Run 1, track usage over the die:
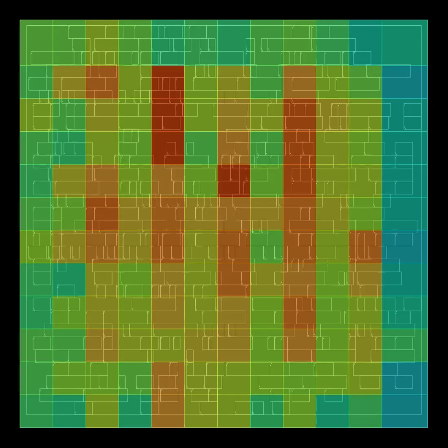
Run 1, where the registers sit:
Scale: 6 px per µm. Other sequential cells in the stronger gray, the rest of the logic in the fainter gray.
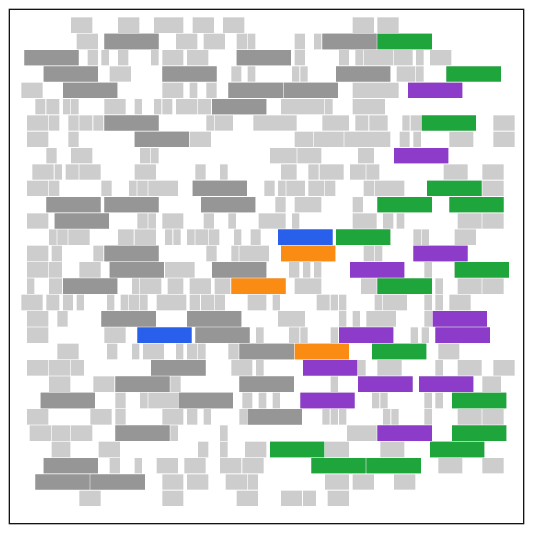
Run 1, clock distribution:
Scale: 6 px per µm.
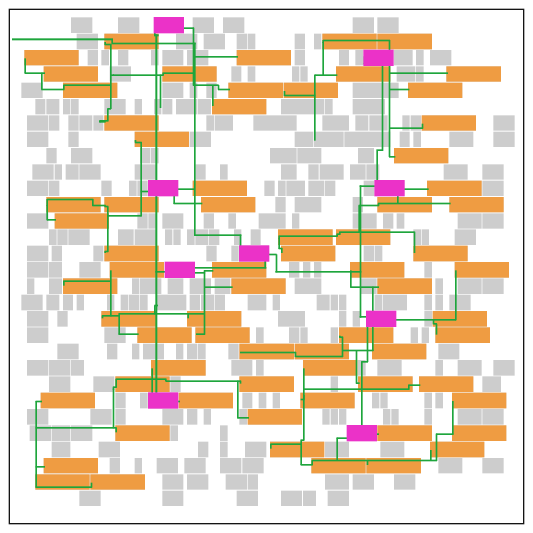
===== src/rtl/bcd_serial_add_ctrl.sv =====
// Digit-serial packed-BCD adder sequencer: one digit pair per clock through a
// binary add plus +6 decimal adjust, with the decimal carry held between digits.
module bcd_serial_add_ctrl #(
  parameter int DIGITS = 4
) (
  input  logic                clk,
  input  logic                rst,
  input  logic                start,
  input  logic [4*DIGITS-1:0] a,
  input  logic [4*DIGITS-1:0] b,
  input  logic                cin,
  output logic                busy,
  output logic                done,
  output logic [4*DIGITS-1:0] sum,
  output logic                cout,
  output logic                err
);

  localparam int W  = 4 * DIGITS;
  localparam int CW = $clog2(DIGITS) + 1;

  typedef enum logic [1:0] {
    IDLE = 2'd0,
    CALC = 2'd1,
    DONE = 2'd2
  } state_t;

  state_t         state_reg, state_next;
  logic [W-1:0]   a_reg, b_reg, res_reg, res_next, sum_reg;
  logic [CW-1:0]  cnt_reg;
  logic           carry_reg, err_acc_reg, cout_reg, err_reg;

  logic [3:0]     a_d, b_d, digit;
  logic [4:0]     s, s_adj;
  logic           carry_next, digit_bad, last_digit;

  // Shared digit slice: operands are consumed from the LS end of the shift regs.
  always_comb begin
    a_d        = a_reg[3:0];
    b_d        = b_reg[3:0];
    s          = {1'b0, a_d} + {1'b0, b_d} + {4'd0, carry_reg};
    s_adj      = s + 5'd6;
    carry_next = (s > 5'd9);
    digit      = carry_next ? s_adj[3:0] : s[3:0];
    digit_bad  = (a_d > 4'd9) | (b_d > 4'd9);
    last_digit = (cnt_reg == CW'(DIGITS - 1));
  end

  // Result digits enter at the MS end so digit 0 lands in [3:0] after DIGITS shifts.
  generate
    if (DIGITS == 1) begin : g_res_single
      assign res_next = digit;
    end else begin : g_res_multi
      assign res_next = {digit, res_reg[W-1:4]};
    end
  endgenerate

  always_ff @(posedge clk or posedge rst) begin
    if (rst) begin
      state_reg <= IDLE;
    end else begin
      state_reg <= state_next;
    end
  end

  always_comb begin
    state_next = state_reg;
    busy       = 1'b0;
    done       = 1'b0;
    case (state_reg)
      IDLE: begin
        if (start) state_next = CALC;
      end
      CALC: begin
        busy = 1'b1;
        if (last_digit) state_next = DONE;
      end
      DONE: begin
        done       = 1'b1;
        state_next = IDLE;
      end
      default: state_next = IDLE;
    endcase
  end

  always_ff @(posedge clk or posedge rst) begin
    if (rst) begin
      a_reg       <= '0;
      b_reg       <= '0;
      res_reg     <= '0;
      sum_reg     <= '0;
      cnt_reg     <= '0;
      carry_reg   <= 1'b0;
      err_acc_reg <= 1'b0;
      cout_reg    <= 1'b0;
      err_reg     <= 1'b0;
    end else begin
      case (state_reg)
        IDLE: begin
          if (start) begin
            a_reg       <= a;
            b_reg       <= b;
            carry_reg   <= cin;
            cnt_reg     <= '0;
            err_acc_reg <= 1'b0;
          end
        end
        CALC: begin
          a_reg       <= a_reg >> 4;
          b_reg       <= b_reg >> 4;
          res_reg     <= res_next;
          carry_reg   <= carry_next;
          cnt_reg     <= cnt_reg + CW'(1);
          err_acc_reg <= err_acc_reg | digit_bad;
          // Visible outputs change only here, never with partial results.
          if (last_digit) begin
            sum_reg  <= res_next;
            cout_reg <= carry_next;
            err_reg  <= err_acc_reg | digit_bad;
          end
        end
        default: ;
      endcase
    end
  end

  assign sum  = sum_reg;
  assign cout = cout_reg;
  assign err  = err_reg;

endmodule


===== config.mk =====
export PLATFORM = sky130hd
export DESIGN_NAME = bcd_serial_add_ctrl
export DESIGN_NICKNAME = d
export VERILOG_FILES = /design/src/rtl/bcd_serial_add_ctrl.sv
export SDC_FILE = /design/constraint.sdc
export NUM_CORES = 1
export LEC_CHECK = 0
export ABC_AREA = 0
export CORE_MARGIN = 1
export CORE_UTILIZATION = 45
export DETAILED_ROUTE_END_ITERATION = 10
export GPL_TIMING_DRIVEN = 0
export HOLD_SLACK_MARGIN = 0.08
export PLACE_DENSITY_LB_ADDON = 0.05
export SYNTH_ARGS = -nofsm -noshare
export SYNTH_HDL_FRONTEND = slang
export SYNTH_SLANG_ARGS = --single-unit

===== constraint.sdc =====
create_clock -name clk -period 3.2 [get_ports clk]
set_clock_uncertainty 0.05 [all_clocks]
set_input_delay 0.32 -clock clk [delete_from_list [all_inputs] [get_ports clk]]
set_output_delay 0.32 -clock clk [all_outputs]
set_load 0.1 [all_outputs]

==> impl_metrics.env, run 1 <==
# physical design summary
export IMPL_synth_seq_share_pct=55.07
export IMPL_die_height_um=85.48
export IMPL_cts_buffer_depth=2
export IMPL_ctsResizeCount=1
export IMPL_place_gp_congestion=0.7496
export IMPL_min_from="res_reg[6]"
export IMPL_synth_cell_types=35
export IMPL_postSynthCellCount=291
export IMPL_grt_pass1_vias=2220
export IMPL_status="completed"
export IMPL_top_layer="met4"
export IMPL_worst_path_max_delay_cell="fa_1"
export IMPL_timing_fmax_mhz=328.9
export IMPL_worstHoldEndpoint="res_reg[6]"
export IMPL_vias=2239
export IMPL_final_cell_mix="69 x nand2_1, 69 x dfrtp_1, 53 x clkdlybuf4s50_1, 38 x o21ai_0, 24 x mux2i_1"
export IMPL_hold_buffers=0
export IMPL_clockNetworkAreaShare_pct=4.189
export IMPL_whs_path_depth=2
export IMPL_drtIter0Drc=73
export IMPL_die_area_mm2=0.007306
export IMPL_regToRegSetupSlack_ns=0.16
export IMPL_simple_gate_area_share_pct=11.73
export IMPL_finalSetupTns_ns=0
export IMPL_met3WireLength_um=186
export IMPL_path_cells="fa_1 > fa_1 > xnor2_1 > ha_1 > nor2b_1 > a31oi_4 > a31oi_4 > mux2_4 > o21ai_2"
export IMPL_adder_share_pct=3.671
export IMPL_setup_viol=0
export IMPL_grt_max_degree=70
export IMPL_crit_arrival_ns=3.26
export IMPL_yosys_warnings=0
export IMPL_ys_flops=69
export IMPL_synth_area_mm2=0.003136
export IMPL_io_buffer_count=54
export IMPL_setup_ws_ns=0.1598
export IMPL_diodes=0
export IMPL_cts_buffers=9
export IMPL_ys_area_mm2=0.003136
export IMPL_wl_mm=6.227
export IMPL_cts_root_buf="clkbuf_8"
export IMPL_drt_antenna_violating_nets=0
export IMPL_fillers=630
export IMPL_reg2reg_depth=9
export IMPL_wl_per_cell_um=14.18
export IMPL_slew_headroom_pct=34.98
export IMPL_postCtsSetupRepairBufs=0
export IMPL_logic_area_mm2=0.001305
export IMPL_sh_comb_area_pct=33.10
export IMPL_startpoint="a_reg[0]"
export IMPL_grt_pass1_wl_mm=10.53
export IMPL_drc=0
export IMPL_final_nets=400
export IMPL_row_count=30
export IMPL_crit_path_end_kind="flop"
export IMPL_cp_endpoint="sum[14]"
export IMPL_grt_setup_unrepaired="false"
export IMPL_fp_util_pct=46.41
export IMPL_largest_cell_class="registers"
export IMPL_pre_cts_slack_ns=0.1600
export IMPL_worstPathRequired_ns=3.42
export IMPL_hp_class="flop to flop"
export IMPL_htreeDepth=3
export IMPL_antenna_found_initial=0
export IMPL_tap_cells=80
export IMPL_dp_hpwl_mm=4.349
export IMPL_placedCellCount=425
export IMPL_clock_sinks=69
export IMPL_period_needed_ns=3.040
export IMPL_cp_max_fo=4
export IMPL_die_x_um=85.48
export IMPL_tightest_slew_ns=0.9722
export IMPL_finalHoldViolCount=0
export IMPL_cp_start_kind="flop"
## Picture notes: 'track usage over the die'
post-layout util: 58.35%
Global Route met1 Usage: 25.22%
M2 GR Usage: 30.11%
GR Util met3: 3.210%
overall routing resource usage: 19.09%

## Picture notes: 'where the registers sit'
[orange] cnt_reg | sequential cells: 3
[blue] state_reg | sequential cells: 2
[purple] res_reg | sequential cells: 12
[green] sum | sequential cells: 16
not colored: 36
register area: 0.001727 mm²
Seq/total area: 43.80%

## Picture notes: 'clock distribution'
[green] clock wires | length: 855 µm
[magenta] clock drivers | count: 9
[orange] flip-flops | count: 69
flops lie: widely spread
routed clock nets: 10
clk_lat worst skew: 0.34 ns

-- run 1: Yosys cell counts, drive strengths merged --
library cell / n / area (µm²)
o21bai: 2 / 15.01
a21o: 3 / 23.77
or3: 1 / 11.26
inv: 6 / 22.52
and3: 1 / 11.26
nand2b: 1 / 6.260
mux2i: 24 / 240.2
and2: 1 / 6.260
nand2: 70 / 265.3
dfrtp: 69 / 1727
a211oi: 1 / 7.510
nor2: 3 / 11.26
o21ai: 43 / 222.7
a22o: 3 / 26.28
o221ai: 1 / 8.760
a21oi: 8 / 40.04
buf: 9 / 51.29
fa: 2 / 40.04
nor2b: 9 / 56.30
clkbuf: 8 / 30.03
a31oi: 3 / 48.80
mux2: 14 / 161.4
ha: 6 / 75.07
a32o: 1 / 10.01
xnor2: 2 / 17.52
Run 1, placement by cell class:
Scale: 6 px per µm. Fill, decap, tap and diode cells in gray.
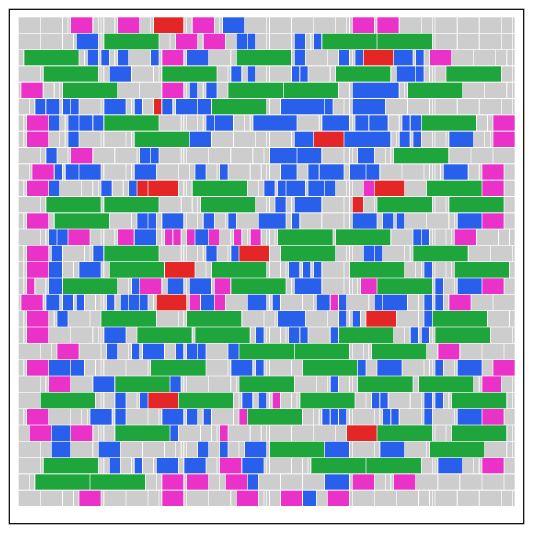

## Run 2: what changed since run 1
--- a/config.mk
+++ b/config.mk
@@ -5,7 +5,7 @@
 export SDC_FILE = /design/constraint.sdc
 export NUM_CORES = 1
 export LEC_CHECK = 0
-export ABC_AREA = 0
+export ABC_AREA = 1
 export CORE_MARGIN = 1
 export CORE_UTILIZATION = 45
 export DETAILED_ROUTE_END_ITERATION = 10
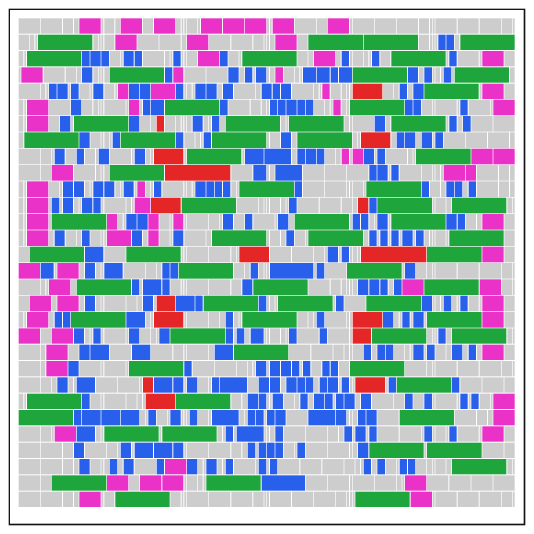
Run 2: placement by cell class
Scale: 6 px per µm. Fill, decap, tap and diode cells in gray.
[magenta] other buffers and delay cells | cells: 72 | share of their area: 16%
[red] clock drivers and dummy loads | cells: 16 | share of their area: 5.5%
[green] flops | cells: 69 | share of their area: 44%
[blue] combinational and other logic | cells: 272 | share of their area: 34%
Design Area, Final: 0.004015 mm²
post-layout util: 59.43%
Core Footprint: 0.006756 mm²
Seq/total area: 43.00%

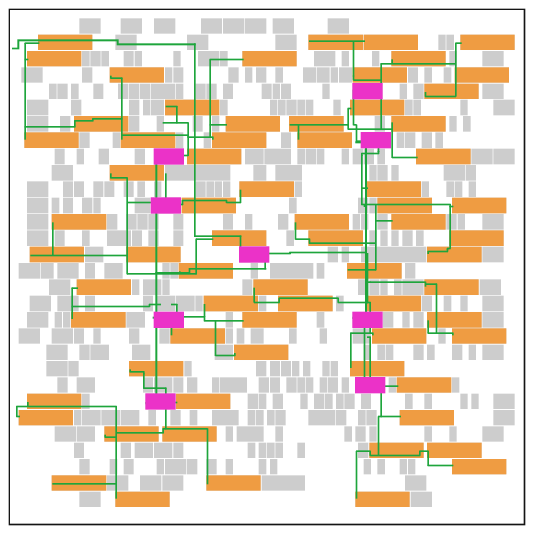
Run 2: clock distribution
Scale: 6 px per µm.
[orange] flip-flops | count: 69
[magenta] clock drivers | count: 9
[green] clock wires | length: 843 µm
routed clock nets: 10

==> impl_metrics.env, run 2 <==
# physical design summary
export IMPL_tightest_slew_ns=0.9733
export IMPL_grt_max_degree=70
export IMPL_top_cells_by_count="85 x nand2_1, 69 x dfrtp_1, 47 x o21ai_0"
export IMPL_fillers=631
export IMPL_top_layer="met4"
export IMPL_synth_area_top_cells="dfrtp_1 55%, nand2_1 10%, o21ai_0 7.5%"
export IMPL_finalHoldViolCount=0
export IMPL_cp_start_kind="flop"
export IMPL_wl_per_cell_um=12.83
export IMPL_clk_latency_ns=0.34
export IMPL_clockNetworkAreaShare_pct=5.360
export IMPL_drt_antenna_violating_nets=0
export IMPL_path_cells="inv_2 > nand2_2 > inv_2 > buf_4 > buf_2 > clkdlybuf4s50_1"
export IMPL_io_buffer_count=55
export IMPL_met3WireLength_um=198
export IMPL_largest_cell_class="registers"
export IMPL_cts_buffer_depth=2
export IMPL_logic_area_mm2=0.001146
export IMPL_antenna_found_initial=0
export IMPL_synth_cell_types=23
export IMPL_die_area_mm2=0.007332
export IMPL_worstPathRequired_ns=2.83
export IMPL_postSynth_asyncResetShare_pct=100.0
export IMPL_postCtsSetupRepairBufs=0
export IMPL_vias=2568
export IMPL_top_cell="nand2_1"
export IMPL_final_nets=468
export IMPL_ff_type="dfrtp_1"
export IMPL_htreeDepth=3
export IMPL_postSynthCellCount=358
export IMPL_clkbuf_count=10
export IMPL_path_class="flop to output pin"
export IMPL_die_x_um=85.63
export IMPL_grtUsageMet2_pct=33.60
export IMPL_globalRouteMet3Util_pct=2.984
export IMPL_die_height_um=85.63
export IMPL_dp_hpwl_mm=4.578
export IMPL_synth_top_area_share_pct=54.87
export IMPL_adder_share_pct=3.658
export IMPL_cts_buffers=9
export IMPL_yosys_warnings=0
export IMPL_synth_area_mm2=0.003147
export IMPL_drtIter0Drc=104
export IMPL_worst_path_max_delay_cell="clkdlybuf4s50_1"
export IMPL_synth_seq_share_pct=54.87
export IMPL_grt_pass1_vias=2554
export IMPL_placedCellCount=493
export IMPL_crit_arrival_ns=2.60
export IMPL_grt_setup_unrepaired="false"
export IMPL_crit_path_end_kind="output pin"
export IMPL_ys_flops=69
export IMPL_simple_gate_area_share_pct=14.55
export IMPL_diodes=0
export IMPL_cp_max_fo=10
export IMPL_pre_cts_slack_ns=0.5196
export IMPL_ctsResizeCount=0
export IMPL_grt_use_met1_pct=26.60
export IMPL_synth_edff_count=0
export IMPL_cts_root_buf="clkbuf_8"
export IMPL_status="completed"
export IMPL_slew_headroom_pct=34.91
export IMPL_grt_pass1_wl_mm=11.59
export IMPL_ys_area_mm2=0.003147
export IMPL_setup_viol=0
export IMPL_ys_sh_mux_pct=0
export IMPL_row_count=30
export IMPL_wl_mm=6.531
export IMPL_finalSetupTns_ns=0
export IMPL_hp_class="flop to flop"
export IMPL_drc=0
export IMPL_timing_fmax_mhz=336.9
export IMPL_fin_hold_ws_ns=0.4253
export IMPL_period_needed_ns=2.968
export IMPL_final_cell_mix="85 x nand2_1, 69 x dfrtp_1, 55 x clkdlybuf4s50_1, 47 x o21ai_0, 44 x inv_1"
export IMPL_fp_util_pct=46.57
export IMPL_sh_comb_area_pct=28.54
export IMPL_clock_sinks=69
export IMPL_regArea_mm2=0.001727
export IMPL_place_gp_congestion=0.7818
export IMPL_logic_family="AND-OR/OR-AND gates"
export IMPL_synth_largest_area_cell="dfrtp_1"
export IMPL_hold_buffers=0
export IMPL_tap_cells=80
[run 2: cell types whose count changed after synthesis, sizes merged, moves of 9 or more]
cell   previous run  this run
inv               6        47
o21ai            43        69
mux2i            24         0
a21oi             8        27
nand2            70        86
nand3             0        15
mux2             14         0
nor2              3        14
nor2b             9         0
[run 2: final timing paths]
kind / startpoint / to / slack [ns] / cells past startpoint
worst max-delay path: state_reg[1] / busy / 0.23 / 6
worst min-delay path: res_reg[4] / sum[0] / 0.43 / 2
worst min register to register: res_reg[4] / sum[0] / 0.43 / 2
min in group asynchronous: rst / b_reg[15] / 0.46 / 2
worst max register to register: a_reg[0] / res_reg[14] / 0.51 / 12
max in group asynchronous: rst / sum[14] / 2.09 / 2
## Run 3: what changed since run 2
--- a/config.mk
+++ b/config.mk
@@ -12,6 +12,7 @@
 export GPL_TIMING_DRIVEN = 0
 export HOLD_SLACK_MARGIN = 0.08
 export PLACE_DENSITY_LB_ADDON = 0.05
+export SKIP_LAST_GASP = 1
 export SYNTH_ARGS = -nofsm -noshare
 export SYNTH_HDL_FRONTEND = slang
 export SYNTH_SLANG_ARGS = --single-unit
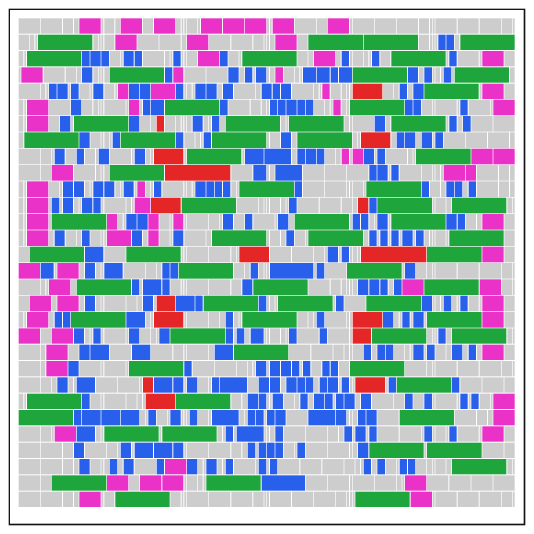
Run 3: placement by cell class
Scale: 6 px per µm. Fill, decap, tap and diode cells in gray.
[magenta] other buffers and delay cells | cells: 72 | share of their area: 16%
[green] flops | cells: 69 | share of their area: 44%
[red] clock drivers and dummy loads | cells: 16 | share of their area: 5.5%
[blue] combinational and other logic | cells: 272 | share of their area: 34%
Std-Cell Rows: 30

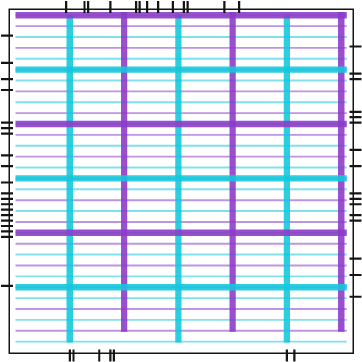
Run 3: floorplan with the power grid
Scale: 4 px per µm. Pins as bars on the die edge.
[cyan] VSS
[purple] VDD
signal pins: 56
rows: 30
met5 straps: 6
met1 rails: 31
Die Y: 85.63 µm
Die Wd: 85.63 µm

==> impl_metrics.env, run 3 <==
# physical design summary
export IMPL_hp_class="flop to flop"
export IMPL_tap_cells=80
export IMPL_vias=2568
export IMPL_top_cells_by_count="85 x nand2_1, 69 x dfrtp_1, 47 x o21ai_0"
export IMPL_cts_root_buf="clkbuf_8"
export IMPL_timing_fmax_mhz=336.9
export IMPL_setup_ws_ns=0.2320
export IMPL_startpoint="state_reg[1]"
export IMPL_diodes=0
export IMPL_logic_area_mm2=0.001146
export IMPL_final_cell_mix="85 x nand2_1, 69 x dfrtp_1, 55 x clkdlybuf4s50_1, 47 x o21ai_0, 44 x inv_1"
export IMPL_finalSetupTns_ns=0
export IMPL_regArea_mm2=0.001727
export IMPL_cp_max_fo=10
export IMPL_cts_buffers=9
export IMPL_drt_antenna_violating_nets=0
export IMPL_crit_arrival_ns=2.60
export IMPL_pre_cts_slack_ns=0.5196
export IMPL_ys_area_mm2=0.003147
export IMPL_worstHoldEndpoint="sum[0]"
export IMPL_ys_flops=69
export IMPL_synth_seq_share_pct=54.87
export IMPL_path_class="flop to output pin"
export IMPL_grt_pass1_wl_mm=11.59
export IMPL_synth_area_mm2=0.003147
export IMPL_crit_path_end_kind="output pin"
export IMPL_worst_path_stages=6
export IMPL_timing_rr_start="a_reg[0]"
export IMPL_grt_max_degree=70
export IMPL_tightest_slew_ns=0.9733
export IMPL_slew_headroom_pct=34.91
export IMPL_grt_setup_unrepaired="false"
export IMPL_clock_sinks=69
export IMPL_drc=0
export IMPL_status="completed"
export IMPL_regToRegSetupSlack_ns=0.51
export IMPL_fp_util_pct=46.57
export IMPL_setup_viol=0
export IMPL_whs_path_depth=2
export IMPL_synth_cell_types=23
export IMPL_coreArea_mm2=0.006756
export IMPL_postSynth_asyncResetShare_pct=100.0
export IMPL_min_from="res_reg[4]"
export IMPL_yosys_warnings=0
export IMPL_worst_path_max_delay_cell="clkdlybuf4s50_1"
export IMPL_reg2reg_depth=12
export IMPL_clk_latency_ns=0.34
export IMPL_finalHoldViolCount=0
export IMPL_fillers=631
export IMPL_top_cell="nand2_1"
export IMPL_ctsResizeCount=0
export IMPL_grt_total_usage_pct=20.31
export IMPL_clkbuf_count=10
export IMPL_path_cells="inv_2 > nand2_2 > inv_2 > buf_4 > buf_2 > clkdlybuf4s50_1"
export IMPL_antenna_found_initial=0
export IMPL_final_area_mm2=0.004015
export IMPL_hold_buffers=0
export IMPL_utilization_pct=59.43
export IMPL_synth_top_area_share_pct=54.87
export IMPL_htreeDepth=3
export IMPL_cp_start_kind="flop"
export IMPL_ff_type="dfrtp_1"
export IMPL_placedCellCount=493
export IMPL_worstPathRequired_ns=2.83
run 3: cell counts after synthesis:
Identical to the previous run, type by type.
run 3: routing by layer:
metal | GRT usage, % | up-vias | routed length [µm]
met5 | 0 | - | 0
met3 | 2.984 | 12 | 198
met4 | 9.242 | 0 | 116
li1 | - | 1285 | -
met2 | 33.60 | 63 | 3109
met1 | 26.60 | 1208 | 3106
run 3: kinds of logic (layout without fill, tap and decap cells):
family	after synthesis	count (layout)	share of synthesized area (%)
compound gates	101	101	18.21
fa+ha+maj	8	8	3.658
buf+inv	65	136	8.708
flops	69	69	54.87
simple gates	115	115	14.55
run 3: tightest hold or removal path: cells and delay by family, from the launching register on:
kind             cells  cell delay (ns)
and+or+nand+nor      2             0.09
DFF                  1             0.35
